The metal 1 layer:
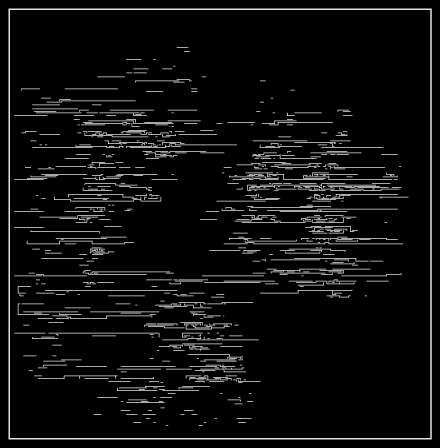
Signal wires on met2:
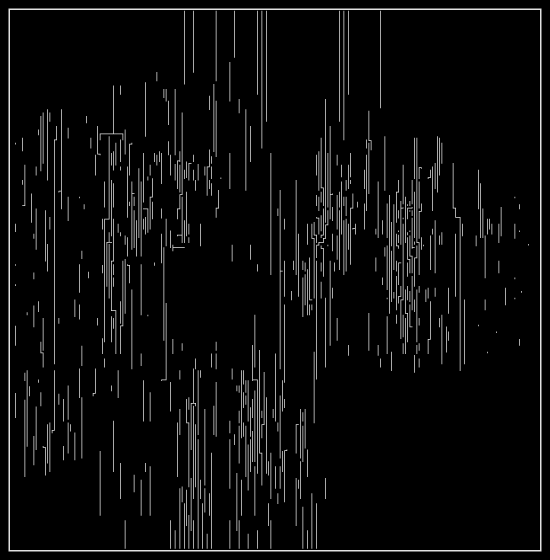
The metal 3 layer:
Bar = 20 um.
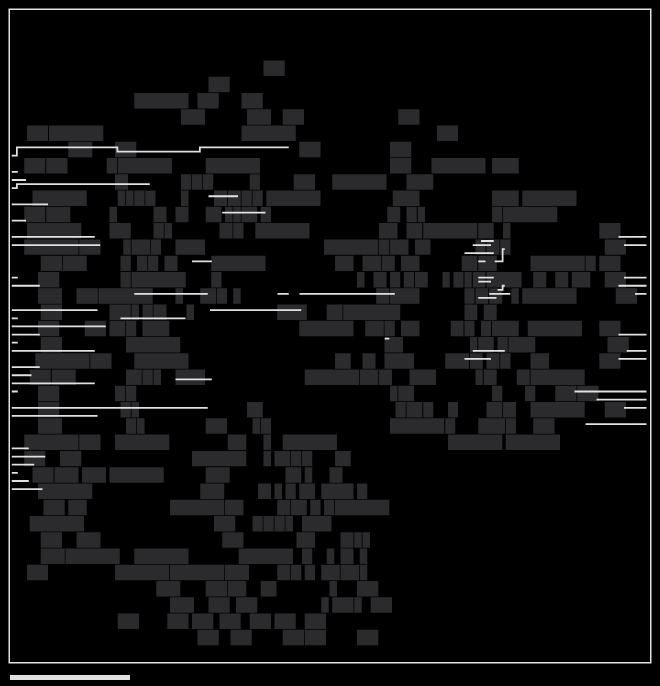
Sequential cells colored by netlist name:
Bar = 20 um.
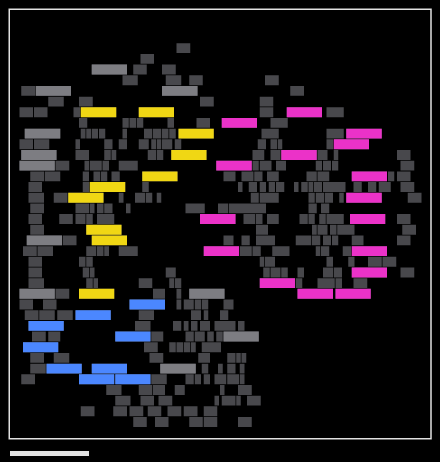
Routing congestion map:
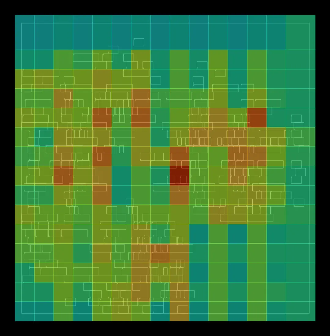
`config.mk`:
```
export PLATFORM = sky130hd
export DESIGN_NAME = ctrl_seq
export DESIGN_NICKNAME = d
export VERILOG_FILES = /design/src/rtl/ctrl_pkg.sv /design/src/rtl/ctrl_decode.sv /design/src/rtl/ctrl_seq.sv
export SDC_FILE = /design/constraint.sdc
export NUM_CORES = 1
export LEC_CHECK = 0
export CORE_AREA = 2 2 105 107
export DETAILED_ROUTE_END_ITERATION = 8
export DIE_AREA = 0 0 107 109
export PLACE_DENSITY = 0.57
export SKIP_LAST_GASP = 1
export SLEW_MARGIN = 15
export SYNTH_ARGS = -nofsm -noshare
export SYNTH_HDL_FRONTEND = slang
export SYNTH_SLANG_ARGS = --single-unit
```
`constraint.sdc`:
```
create_clock -name clk -period 3.87 [get_ports clk]
set_input_delay 0.387 -clock clk [delete_from_list [all_inputs] [get_ports clk]]
set_output_delay 0.387 -clock clk [all_outputs]
set_load 0.03 [all_outputs]
```
`src/rtl/ctrl_pkg.sv`:
```
`default_nettype none
// ----------------------------------------------------------------------------
// ctrl_pkg : opcode/state encodings and instruction field slices for ctrl_seq
// Rev 1.0
// ----------------------------------------------------------------------------
package ctrl_pkg;

  typedef enum logic [2:0] {
    OP_AND = 3'b000,
    OP_ADD = 3'b001,
    OP_XOR = 3'b010,
    OP_BNE = 3'b011,
    OP_LS  = 3'b100,
    OP_RS  = 3'b101,
    OP_LW  = 3'b110,
    OP_STR = 3'b111
  } op_t;

  typedef enum logic [2:0] {
    S_IDLE   = 3'd0,
    S_FETCH  = 3'd1,
    S_DECODE = 3'd2,
    S_EXEC   = 3'd3,
    S_MEM    = 3'd4,
    S_WB     = 3'd5,
    S_HALT   = 3'd6
  } state_t;

  // BNE r0,r0 doubles as the halt marker and is never executed
  localparam logic [8:0] HALT_INSTR = 9'b011_000_000;

  localparam int OP_MSB = 8;
  localparam int OP_LSB = 6;
  localparam int RA_MSB = 5;
  localparam int RA_LSB = 3;
  localparam int RB_MSB = 2;
  localparam int RB_LSB = 0;

endpackage
`default_nettype wire

```
`src/rtl/ctrl_decode.sv`:
```
`default_nettype none
// ----------------------------------------------------------------------------
// ctrl_decode : opcode to instruction-class flags
// Rev 1.0
// ----------------------------------------------------------------------------
module ctrl_decode
  import ctrl_pkg::*;
(
  input  op_t  op,
  output logic is_alu,
  output logic is_br,
  output logic is_ld,
  output logic is_st
);

  always_comb begin
    is_alu = 1'b0;
    is_br  = 1'b0;
    is_ld  = 1'b0;
    is_st  = 1'b0;
    case (op)
      OP_AND, OP_ADD, OP_XOR, OP_LS, OP_RS: is_alu = 1'b1;
      OP_BNE:                               is_br  = 1'b1;
      OP_LW:                                is_ld  = 1'b1;
      OP_STR:                               is_st  = 1'b1;
      default:                              ;
    endcase
  end

endmodule
`default_nettype wire

```
`src/rtl/ctrl_seq.sv`:
```
`default_nettype none
// ----------------------------------------------------------------------------
// ctrl_seq : multicycle control sequencer (PC, fetch/decode FSM, retire count)
// Rev 1.0
// ----------------------------------------------------------------------------
module ctrl_seq
  import ctrl_pkg::*;
#(
  parameter int PC_W  = 10,
  parameter int CNT_W = 16
) (
  input  logic             clk,
  input  logic             reset,
  input  logic             start,
  output logic [PC_W-1:0]  imem_addr,
  input  logic [8:0]       imem_data,
  output logic [2:0]       rf_ra,
  output logic [2:0]       rf_rb,
  output logic             rf_we,
  output logic             rf_wsel,
  output logic [2:0]       alu_cmd,
  input  logic [7:0]       alu_rslt,
  input  logic             branch_pc,
  output logic             dmem_req,
  output logic             dmem_we,
  output logic [7:0]       dmem_addr,
  input  logic             dmem_ack,
  output logic             busy,
  output logic             done,
  output logic [CNT_W-1:0] instr_cnt
);

  state_t           state, next_state;
  op_t              op;
  logic [PC_W-1:0]  pc, pc_inc;
  logic [CNT_W-1:0] cnt, cnt_inc;
  logic [8:0]       instr_q;
  logic             is_alu, is_br, is_ld, is_st;

  assign op      = op_t'(instr_q[OP_MSB:OP_LSB]);
  assign pc_inc  = pc + PC_W'(1);
  assign cnt_inc = (&cnt) ? cnt : cnt + CNT_W'(1);

  assign imem_addr = pc;
  assign alu_cmd   = instr_q[OP_MSB:OP_LSB];
  assign rf_ra     = instr_q[RA_MSB:RA_LSB];
  assign rf_rb     = instr_q[RB_MSB:RB_LSB];
  assign instr_cnt = cnt;

  ctrl_decode u_decode (
    .op     (op),
    .is_alu (is_alu),
    .is_br  (is_br),
    .is_ld  (is_ld),
    .is_st  (is_st)
  );

  always_ff @(posedge clk or posedge reset) begin
    if (reset) state <= S_IDLE;
    else       state <= next_state;
  end

  always_comb begin
    next_state = state;
    case (state)
      S_IDLE, S_HALT: if (start) next_state = S_FETCH;
      S_FETCH:        next_state = S_DECODE;
      S_DECODE:       next_state = (imem_data == HALT_INSTR) ? S_HALT : S_EXEC;
      S_EXEC:         next_state = (is_ld || is_st) ? S_MEM : S_FETCH;
      S_MEM:          if (dmem_ack) next_state = is_ld ? S_WB : S_FETCH;
      S_WB:           next_state = S_FETCH;
      default:        next_state = S_IDLE;
    endcase
  end

  // Moore outputs so an async reset drops requests/write-enables at once
  always_comb begin
    rf_we    = 1'b0;
    rf_wsel  = 1'b0;
    dmem_req = 1'b0;
    dmem_we  = 1'b0;
    busy     = 1'b0;
    done     = 1'b0;
    case (state)
      S_FETCH, S_DECODE: busy = 1'b1;
      S_EXEC: begin
        busy  = 1'b1;
        rf_we = is_alu;
      end
      S_MEM: begin
        busy     = 1'b1;
        dmem_req = 1'b1;
        dmem_we  = is_st;
      end
      S_WB: begin
        busy    = 1'b1;
        rf_we   = 1'b1;
        rf_wsel = 1'b1;
      end
      S_HALT:  done = 1'b1;
      default: ;
    endcase
  end

  always_ff @(posedge clk or posedge reset) begin
    if (reset) begin
      pc        <= '0;
      cnt       <= '0;
      instr_q   <= '0;
      dmem_addr <= '0;
    end else begin
      case (state)
        S_IDLE, S_HALT: if (start) begin
          pc  <= '0;
          cnt <= '0;
        end
        S_DECODE: instr_q <= imem_data;
        S_EXEC: begin
          if (is_alu) begin
            pc  <= pc_inc;
            cnt <= cnt_inc;
          end
          if (is_br) begin
            pc  <= branch_pc ? PC_W'(alu_rslt) : pc_inc;
            cnt <= cnt_inc;
          end
          if (is_ld || is_st) dmem_addr <= alu_rslt;
        end
        S_MEM: if (dmem_ack && is_st) begin
          pc  <= pc_inc;
          cnt <= cnt_inc;
        end
        S_WB: begin
          pc  <= pc_inc;
          cnt <= cnt_inc;
        end
        default: ;
      endcase
    end
  end

endmodule
`default_nettype wire

```
==> impl_metrics.env <==
# flow metrics
export IMPL_outcome="completed"
export IMPL_chipWidth_um=107
export IMPL_nNetsFinal=351
export IMPL_syn_avg_cell_area_um2=9.95
export IMPL_highest_layer="met4"
export IMPL_p_switching_w=0.00106
export IMPL_gp_congestion=0.785
export IMPL_path_clk_slew_ns=0.10
export IMPL_slew_viol_final=0
export IMPL_core_area_um2=10600
export IMPL_tool_warnings=26
export IMPL_fin_setup_tns_ns=0
export IMPL_syn_area_um2=2590
export IMPL_cts_made_buffers=5
export IMPL_clk_path_buf_depth=2
export IMPL_ys_flops=46
export IMPL_async_reset_ff_frac=1.00
export IMPL_wl_met1_mm=3.12
export IMPL_xor_area_frac=0.00339
export IMPL_grt_pass1_wl_mm=11.3
export IMPL_fmax_ghz=0.354
export IMPL_synth_nets=284
export IMPL_instances_no_fill=468
export IMPL_placed_area_um2=3400
export IMPL_boundaryPins=71
export IMPL_ys_seq_share=0.445
export IMPL_hold_path_depth=1
export IMPL_finalCritPeriodShare=0.730
export IMPL_synth_simple_area_share=0.198
export IMPL_syn_to_final_growth_pct=34.9
export IMPL_min_period_ns=2.83
export IMPL_netSwitchingFraction=0.458
export IMPL_cp_cell_sequence="nor2b_1 > and2_1 > a21o_1 > clkdlybuf4s50_1"
export IMPL_crit_fanout=14
export IMPL_slew_headroom=0.339
export IMPL_cts_hold_buf=0
export IMPL_clock_latency_ns=0.30
export IMPL_layout_top_cell="clkdlybuf4s50_1"
export IMPL_postCtsSetupRepairBufs=0
export IMPL_cp_start_kind="flip-flop"
export IMPL_clockPowerShare=0.131
export IMPL_drive_above_1_share=0.125
export IMPL_wl_met2_mm=3.19
export IMPL_logic_family="AND-OR/OR-AND gates"
export IMPL_htreeDepth=2
export IMPL_edf_count=0
export IMPL_dp_cells=460
export IMPL_setup_viol=0
export IMPL_r2r_slack_ns=1.36
export IMPL_cp_depth=4
export IMPL_path_delay_family="simple AND/OR/NAND/NOR gates"
export IMPL_arrival_ns=2.44
export IMPL_ff2ff_path_depth=6
export IMPL_die_area_um2=11700
export IMPL_internal_power_w=0.00125
export IMPL_firstDrtPassIters=4
export IMPL_layout_top_cells="clkdlybuf4s50_1 (70), dfrtp_1 (46), o21ai_0 (24)"
export IMPL_antenna_found_initial=0
export IMPL_dr_first_iter_drc_count=128
export IMPL_rsz0062_at_grt="false"
export IMPL_setup_worst_path_end="rf_we"
export IMPL_power_density_nw_per_um2=664
export IMPL_yosysWarnings=0
export IMPL_p_seq_frac=0.327
export IMPL_ctsResizeCount=0
export IMPL_fa_ha_area_frac=0.00968
export IMPL_met3WireLength_um=423
export IMPL_yosys_area_um2=2590
export IMPL_post_route_drc_count=0
export IMPL_power_w=0.00232
export IMPL_grt_pass1_vias=2304
export IMPL_critPathKind="reg2out"
export IMPL_rr_startpoint="state[1]"
export IMPL_synthCells=260
export IMPL_rows=38
export IMPL_worst_pin_slew_ns=0.990
export IMPL_whs_ns=0.512
export IMPL_cts_sinks=46
export IMPL_critPathMaxStageDelay_ns=0.66
export IMPL_grt_max_degree=47
## Picture notes: 'the metal 1 layer'
- nets with wire on the layer: 299
- longest straight run: 33.6 um
- share of all routed wire: 46%
total wire length: 6.78 mm
DR vias: 2318
met1 usage: 0.153

## Picture notes: 'signal wires on met2'
- share of all routed wire: 47%
- longest straight run: 45.2 um
- wire length on this layer: 3190 um
- main direction: vertical
met2 usage: 0.202

## Picture notes: 'the metal 3 layer'
- main direction: horizontal
- wire length on this layer: 424 um
- longest straight run: 32.4 um
- share of all routed wire: 6.3%
- nets with wire on the layer: 56
met3 Resource Use GR: 0.0335

## Picture notes: 'sequential cells colored by netlist name'
- yellow: imem_addr (flops 10)
- blue: instr_q (flops 9; where lower left)
- magenta: instr_cnt (flops 16; where middle right)
P_seq: 0.000757 W
Final Core Density: 0.329
register area: 1150 um2
sequential fraction of total cell area: 0.330

## Picture notes: 'routing congestion map'
GRT busiest layer: met2
GRT Util Overall: 0.119
drt wl/cell: 14.5 um

-- worst reg2reg max path, delay by kind of cell, from the launching register on --
family          cells  cell delay (ns)
buf+inv             1             0.26
flops               1             0.61
simple gates        2             0.93
compound gates      3             0.62
-- synthesized netlist by cell type, types with 4 or more instances --
library cell	n	area (um2)
o31ai_2	7	87.6
and4_1	5	43.8
a21oi_1	13	65.1
mux2_2	17	191
o21ai_0	24	120
nor2_1	19	71.3
nand2_1	12	45.0
nor3_1	5	25.0
dfrtp_1	46	1150
and2_1	5	31.3
clkbuf_1	7	26.3
nor2b_1	5	31.3
inv_1	6	22.5
nand3_1	15	75.1
a31oi_1	8	50.1
buf_6	4	45.0
o31ai_1	9	67.6
o22ai_1	4	25.0
-- through the flow --
stage,worst slack (ns),utilization
floorplan,1.84,-
global placement,1.42,0.321
detailed placement,1.35,0.321
CTS,1.01,0.329
global route,0.912,0.329
finish,1.04,0.329
-- power by group through the flow --
stage / clock, W / combinational (W) / sequential (W)
3_3_place_gp: 0 / 0.00125 / 0.000760
6_report: 0.000303 / 0.00126 / 0.000757
4_1_cts: 0.000317 / 0.00127 / 0.000759
2_1_floorplan: 0 / 0.000694 / 0.000934
3_5_place_dp: 0 / 0.00127 / 0.000767
5_1_grt: 0.000330 / 0.00138 / 0.000784
-- final cells by class --
type / instances / area [um2] / share of cell area
Clock buffer: 6 / 72.6 / 0.0208
Clock inverter: 2 / 13.8 / 0.00394
Tap cell: 140 / 175 / 0.0502
Multi-Input combinational cell: 195 / 1330 / 0.381
Timing Repair Buffer: 73 / 723 / 0.207
Sequential cell: 46 / 1150 / 0.330
Inverter: 6 / 22.5 / 0.00645
-- state kept, by name, indices dropped and copies added (netlist names) --
signal	count
dmem_addr	8
imem_addr	10
instr_cnt	16
instr_q	9
state	3
Power figures rest on the tool's default switching activity, not on a simulated workload.
